## src/rtl/data_mem_initiator_pkg.sv

```systemverilog
// data_mem_initiator_pkg: funct3 codes, sign_mask encodings and FSM states shared by the load/store initiator
package data_mem_initiator_pkg;
  localparam logic [2:0] F3_LB = 3'b000, F3_LH = 3'b001, F3_LW = 3'b010, F3_LBU = 3'b100, F3_LHU = 3'b101;
  localparam logic [2:0] F3_SB = 3'b000, F3_SH = 3'b001, F3_SW = 3'b010;
  localparam logic [3:0] SM_BYTE = 4'b0001, SM_HALF = 4'b0011, SM_WORD = 4'b0111, SM_SIGNED = 4'b1000;
  typedef enum logic [2:0] {S_IDLE, S_ISSUE, S_ACK, S_BUSY, S_RESP} state_t;
endpackage

```

## src/rtl/data_mem_initiator_lsu_req_decode.sv

```systemverilog
// lsu_req_decode: maps funct3/addr/we to the bus sign_mask and flags misaligned or illegal requests
module lsu_req_decode
  import data_mem_initiator_pkg::*;
(
  input  logic [2:0] funct3,
  input  logic [1:0] addr_lo,
  input  logic       we,
  output logic [3:0] sign_mask,
  output logic       misaligned,
  output logic       illegal
);
  logic word, half;
  assign word = funct3[1:0] == F3_LW[1:0];
  assign half = funct3[1:0] == F3_LH[1:0];
  assign sign_mask = (word ? SM_WORD : half ? SM_HALF : SM_BYTE) | (funct3[2] ? 4'b0000 : SM_SIGNED);
  assign misaligned = (half && addr_lo[0]) || (word && addr_lo != 2'b00);
  assign illegal = we ? !(funct3 inside {F3_SB, F3_SH, F3_SW})
                      : !(funct3 inside {F3_LB, F3_LH, F3_LW, F3_LBU, F3_LHU});
endmodule

```

## src/rtl/data_mem_initiator.sv

```systemverilog
// data_mem_initiator: single-outstanding load/store initiator driving the data memory strobe/stall bus
module data_mem_initiator
  import data_mem_initiator_pkg::*;
#(
  parameter int ACK_TIMEOUT = 8,
  parameter int ADDR_W      = 32
) (
  input  logic              clk,
  input  logic              rst_n,
  input  logic              req_valid,
  output logic              req_ready,
  input  logic              req_we,
  input  logic [2:0]        req_funct3,
  input  logic [ADDR_W-1:0] req_addr,
  input  logic [31:0]       req_wdata,
  output logic              rsp_valid,
  output logic [31:0]       rsp_rdata,
  output logic              rsp_err,
  output logic              memread,
  output logic              memwrite,
  output logic [ADDR_W-1:0] addr,
  output logic [31:0]       write_data,
  output logic [3:0]        sign_mask,
  input  logic [31:0]       read_data,
  input  logic              clk_stall
);
  localparam int CW = $clog2(ACK_TIMEOUT);
  localparam logic [CW-1:0] LAST = CW'(ACK_TIMEOUT - 1);
  state_t state, state_n;
  logic [CW-1:0] cnt;
  logic [3:0] dec_mask;
  logic mis, ill, we_q;
  lsu_req_decode u_dec (
    .funct3    (req_funct3),
    .addr_lo   (req_addr[1:0]),
    .we        (req_we),
    .sign_mask (dec_mask),
    .misaligned(mis),
    .illegal   (ill)
  );
  assign req_ready = rst_n && state == S_IDLE;
  assign rsp_valid = state == S_RESP;
  always_ff @(posedge clk or negedge rst_n)
    if (!rst_n) state <= S_IDLE;
    else state <= state_n;
  always_comb begin
    state_n = state;
    case (state)
      S_IDLE:  state_n = !req_valid ? S_IDLE : (mis || ill) ? S_RESP : S_ISSUE;
      S_ISSUE: state_n = S_ACK;
      S_ACK:   state_n = clk_stall ? S_BUSY : cnt == LAST ? S_RESP : S_ACK;
      S_BUSY:  state_n = clk_stall ? S_BUSY : S_RESP;
      default: state_n = S_IDLE;
    endcase
  end
  // Strobes are only ever set on the accept edge, so they are high for the ISSUE cycle alone.
  always_ff @(posedge clk or negedge rst_n) begin
    if (!rst_n) begin
      memread    <= 1'b0;
      memwrite   <= 1'b0;
      addr       <= '0;
      write_data <= '0;
      sign_mask  <= '0;
      we_q       <= 1'b0;
      cnt        <= '0;
      rsp_rdata  <= '0;
      rsp_err    <= 1'b0;
    end else begin
      memread  <= state == S_IDLE && state_n == S_ISSUE && !req_we;
      memwrite <= state == S_IDLE && state_n == S_ISSUE && req_we;
      if (state == S_IDLE && req_valid) begin
        addr       <= req_addr;
        write_data <= req_wdata;
        sign_mask  <= dec_mask;
        we_q       <= req_we;
      end
      cnt <= state != S_ACK ? '0 : cnt == LAST ? cnt : cnt + 1'b1;
      if (state_n == S_RESP && state != S_RESP) begin
        rsp_err   <= state != S_BUSY;
        rsp_rdata <= (state == S_BUSY && !we_q) ? read_data : 32'h0;
      end
    end
  end
endmodule

```

## config.mk

```make
export PLATFORM = sky130hd
export DESIGN_NAME = data_mem_initiator
export DESIGN_NICKNAME = d
export VERILOG_FILES = /design/src/rtl/data_mem_initiator_pkg.sv /design/src/rtl/data_mem_initiator_lsu_req_decode.sv /design/src/rtl/data_mem_initiator.sv
export SDC_FILE = /design/constraint.sdc
export NUM_CORES = 1
export LEC_CHECK = 0
export CORE_UTILIZATION = 36
export DETAILED_ROUTE_END_ITERATION = 8
export GPL_TIMING_DRIVEN = 0
export PLACE_DENSITY = 0.79
export SYNTH_ARGS = -nofsm -noshare
export SYNTH_HDL_FRONTEND = slang
export SYNTH_SLANG_ARGS = --single-unit
```

## constraint.sdc

```tcl
create_clock -name clk -period 2.1 [get_ports clk]
set_clock_uncertainty 0.15 [all_clocks]
set_input_delay 0.525 -clock clk [delete_from_list [all_inputs] [get_ports clk]]
set_output_delay 0.525 -clock clk [all_outputs]
set_load 0.01 [all_outputs]
```

==> results.rst <==
Physical design figures
=======================

.. list-table::
   :header-rows: 1

   * - Metric
     - Value
   * - Outcome
     - finished with violations
   * - Failing checks
     - negative hold slack
   * - Global-route wire length before repair
     - between 20000 and 25000 um
   * - Area used by multi-input combinational logic
     - ~1500 um2
   * - Horizontal extent of the die
     - between 100 and 150 um
   * - Number of enable-type register cells in the synthesized netlist
     - 0
   * - Area added between synthesis and finish
     - 65.0%
   * - Max_cap viols
     - 0
   * - I/O Buffers
     - 208
   * - Count of filler cells inserted in the layout
     - between 900 and 1000
   * - Power density relative to cell area
     - 1300 nW/um2
   * - Cell type with the largest total area after synthesis
     - sky130_fd_sc_hd__dfrtp_1
   * - Number of buffers added by the clock tree synthesis step
     - 9
   * - F_max
     - 0.483 GHz
   * - I/O pins
     - 209
   * - Floorplan Nets
     - between 500 and 600
   * - Die extent in y
     - roughly 110 um
   * - TritonRoute pass-1 iters
     - 4
   * - Post-route non-filler standard cell count
     - 788
   * - Async set-or-reset flop fraction in the synthesized netlist
     - 100%
   * - Sequence of cells on the critical path
     - clkdlybuf4s50_1 -> nor4b_4 -> a21oi_1 -> a211oi_4 -> buf_6 -> a22o_1
   * - Layout cells sized above 1
     - 7.44%
   * - Placed cell count
     - ~770
   * - H-tree depth
     - 3
   * - Most common library cells after synthesis
     - sky130_fd_sc_hd__nand2_1 (206), sky130_fd_sc_hd__dfrtp_1 (110), sky130_fd_sc_hd__a22o_1 (32)
   * - Count of antenna diodes in the layout
     - 0
   * - Area of all sequential standard cells
     - ~2800 um2
   * - Syn Inst Count
     - just over 400
   * - Critical-path maximum fanout
     - 10
   * - Area of the core
     - around 11000 um2
   * - Longest individual stage delay on the worst path
     - ~0.50 ns
   * - Count of clock tree sinks
     - roughly 110
   * - Worst Setup End Kind
     - flop
   * - RSZ-0062 raised after global routing
     - yes
   * - Antenna violations before repair
     - 0
   * - Stage-log warning count
     - 30
   * - Tmin final
     - just over 2 ns
   * - Placer congestion estimate
     - about 0.8
   * - Iteration-0 DRC Markers
     - between 100 and 150
   * - Die ar.
     - around 12000 um2
   * - Final hold vios
     - 2
   * - Max Root-Sink Buffers
     - 2
   * - Slew at the pin closest to its max-slew limit
     - 0.489 ns
   * - Ranking of synthesized cells by area
     - sky130_fd_sc_hd__dfrtp_1 (65%), sky130_fd_sc_hd__nand2_1 (18%), sky130_fd_sc_hd__a22o_1 (6.6%), sky130_fd_sc_hd__ha_1 (1.5%), sky130_fd_sc_hd__clkbuf_1 (1.2%)
   * - CTS Root Buffer Type
     - sky130_fd_sc_hd__clkbuf_16
   * - Class of the tightest hold or removal check
     - input pin to async pin
   * - Cell Area, Synth
     - approximately 4200 um2
   * - Residual antenna-violating net count after detailed routing
     - 0
   * - Yosys top cell area share
     - ~65%
   * - Number of different library cells in the post-synthesis netlist
     - 33
   * - Setup violators final
     - 0
   * - Mean instance size in the synthesized netlist
     - around 10 um2
   * - Portion of the post-synthesis area used by sequential elements
     - roughly two thirds
   * - Clock input transition at the sequential cells of the worst setup and hold paths
     - roughly 0.07 ns
   * - Setup Crit Path Kind
     - input pin to flop
   * - Average wire length per cell after detail routing
     - 15.2 um
   * - Total half-perimeter wirelength after legalization and detailed placement
     - roughly 8800 um
   * - Final layout net count
     - ~750
   * - Nature of the critical path startpoint
     - input pin
   * - Worst ir drop on vdd
     - just under 0.9 mV
   * - Number of warning messages in the yosys log
     - 0
   * - Most numerous cell in the Yosys netlist
     - sky130_fd_sc_hd__nand2_1
   * - Post-synth area from yosys stat
     - between 4000 and 5000 um2
   * - CTS tree
     - yes
   * - Grt ovf
     - 0
   * - Rel. slew slack
     - 67.4%
   * - Arrival time of the worst setup path
     - 2.21 ns
   * - Final tally of max-slew violations
     - 0
   * - Largest net degree at the start of global routing
     - 69
   * - Clock insertion delay at the later pin of the skew report
     - between 0.3 and 0.4 ns
   * - Total of flip-flops plus latches after synthesis
     - around 110
   * - Vias per std cell
     - approximately 4.7
   * - Leakage power
     - ~3.3 nW
   * - Number of DRC violations after detailed routing
     - 0
   * - Row Count
     - 39
   * - Post-synthesis cell count from yosys
     - roughly 410
   * - Power after layout
     - 9.12 mW
   * - Cycle use final
     - 98.5%
   * - Smallest hold slack
     - -0.00119 ns
   * - Worst Path Required
     - approximately 2.2 ns
   * - Crit-path slowest cell
     - sky130_fd_sc_hd__clkdlybuf4s50_1
   * - Via count of the first global-routing pass
     - between 3000 and 4000
   * - Share of the core filled by cells before placement
     - 37.0%
   * - Most instantiated flip-flop cell in the synthesis netlist
     - sky130_fd_sc_hd__dfrtp_1
## flip-flops by register name, indices dropped and copies added, names as in the netlist
signal,count
memread,1
we_q,1
write_data,32
state,3
cnt,3
sign_mask,4
rsp_rdata,32
rsp_err,1
memwrite,1
addr,32
## report_power, final
| part | total, mW | switching (mW) | internal [mW] |
|---|---|---|---|
| Sequential | 3.42 | 0.463 | 2.95 |
| Clock | 1.74 | 0.774 | 0.966 |
| Combinational | 3.96 | 1.83 | 2.13 |
## final timing paths
| kind | from | endpoint | slack (ns) | cells after the start |
|---|---|---|---|---|
| hold reg to reg | addr[27] | addr[27] | 0.32 | 2 |
| setup / recovery | req_valid | rsp_rdata[8] | 0.03 | 6 |
| min in group clk | addr[27] | addr[27] | 0.32 | 2 |
| max in group asynchronous | rst_n | write_data[4] | 1.46 | 2 |
| hold / removal | rst_n | rsp_rdata[4] | -0.001 | 2 |
| setup reg to reg | cnt[0] | rsp_rdata[8] | 0.05 | 7 |
## worst max-delay path, delay by kind of cell
kind | cells | cell delay (ns)
buf+inv | 2 | 0.70
compound gates | 3 | 0.70
simple gates | 1 | 0.27
## routing by layer
layer	track usage (%)	routed length, um	vias to the layer above
met3	6.59	816	21
met5	0	0	-
met1	24.2	4770	1768
met4	7.73	238	0
li1	-	-	1780
met2	35.9	6160	143
## what timing repair did
action | CTS | global route
setup buffers | 6 | 1
hold buffers | 1 | 0
pin swaps | 5 | 4
resized | 33 | 4
hold endpoints to repair | 42 | 0
endpoints found under the setup margin | 45 | 48
## placed cells by master, fill, tap and decap left out, drive strengths merged, types with 2 or more instances in the layout
| master | Yosys | routed |
|---|---|---|
| nor2 | 7 | 7 |
| mux2i | 2 | 2 |
| buf | 9 | 19 |
| a21o | 3 | 3 |
| a21oi | 2 | 2 |
| clkbuf | 14 | 26 |
| clkdlybuf4s50 | 0 | 203 |
| ha | 5 | 5 |
| dlygate4sd2 | 0 | 2 |
| o21bai | 2 | 2 |
| inv | 3 | 4 |
| a211oi | 2 | 2 |
| nor4b | 2 | 2 |
| nand2 | 206 | 206 |
| a22o | 32 | 32 |
| dfrtp | 110 | 110 |
## cell families (layout without fill, tap and decap cells)
kind of cell    Yosys count  after routing  share of synthesized area [%]
mux                       3              3                          0.738
fa+ha+maj                 5              5                           1.48
buf+inv                  26            257                           2.66
xor+xnor                  1              1                          0.207
simple gates            223            223                           20.8
flops                   110            110                           65.0
compound gates           46             46                           9.15
## stage by stage
stage	hold slack (ns)	cell area [um2]	worst slack [ns]	util [%]	TNS [ns]
after CTS	0.00684	6990	-0.0125	61.0	-0.0160
final	-0.00119	6990	0.0316	61.0	0
after global routing	0.0158	6990	-0.0607	61.0	-0.886
after detailed placement	0.310	6530	-0.775	56.9	-43.48
after global placement	0.304	6500	-4.14	56.7	-452.24
after floorplan	0.0794	4240	0.0282	-	0
## cell type report
class                   instances  share of cell area (%)
clock buffers                  12                    3.52
plain buffers                  23                    1.93
clock inverters                 4                   0.787
inverters                       3                   0.161
repair buffers                215                    30.8
well taps                     143                    2.56
multi-input cells             278                    20.9
flip-flops and latches        110                    39.4
### M1 wires

Scale bar: 20 um. Cells faint in the background.
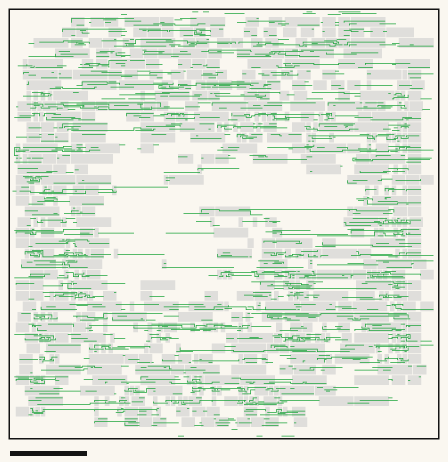
nets with wire on the layer	655
share of all routed wire	40%
met1 layer usage reported by global route: 24.2%
routed vias: 3712
overall routed net length: 12000 um

### Signal wires on met2

Scale bar: 20 um. Cells faint in the background.
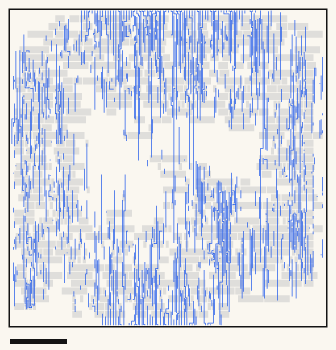
nets with wire on the layer	633
wire length on this layer	6160 um
longest straight run	54.1 um
global routing met2 resource utilization: 35.9%

### The metal 3 layer

Scale bar: 20 um. Cells faint in the background.
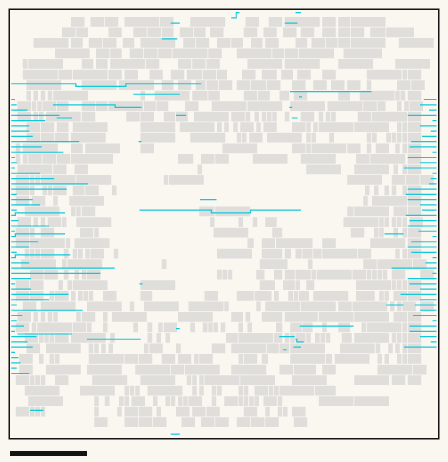
wire length on this layer	817 um
main direction	horizontal
routing usage on met3: 6.59%

### Met4 routing

Scale bar: 20 um.
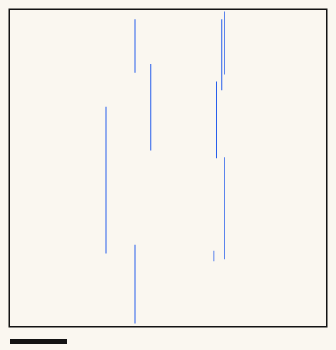
wire length on this layer	238 um
main direction	vertical
share of all routed wire	2.0%

### Routing congestion

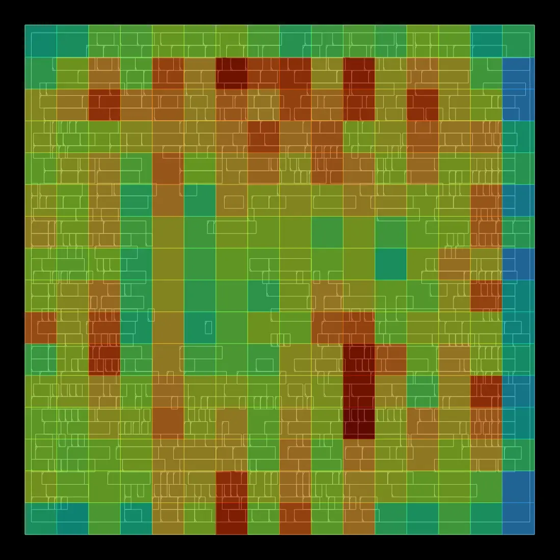
most crowded layer after global routing: met2
final core area utilization: 61.0%
global router's overall resource usage: 20.8%

Power and IR drop assume default switching activity.
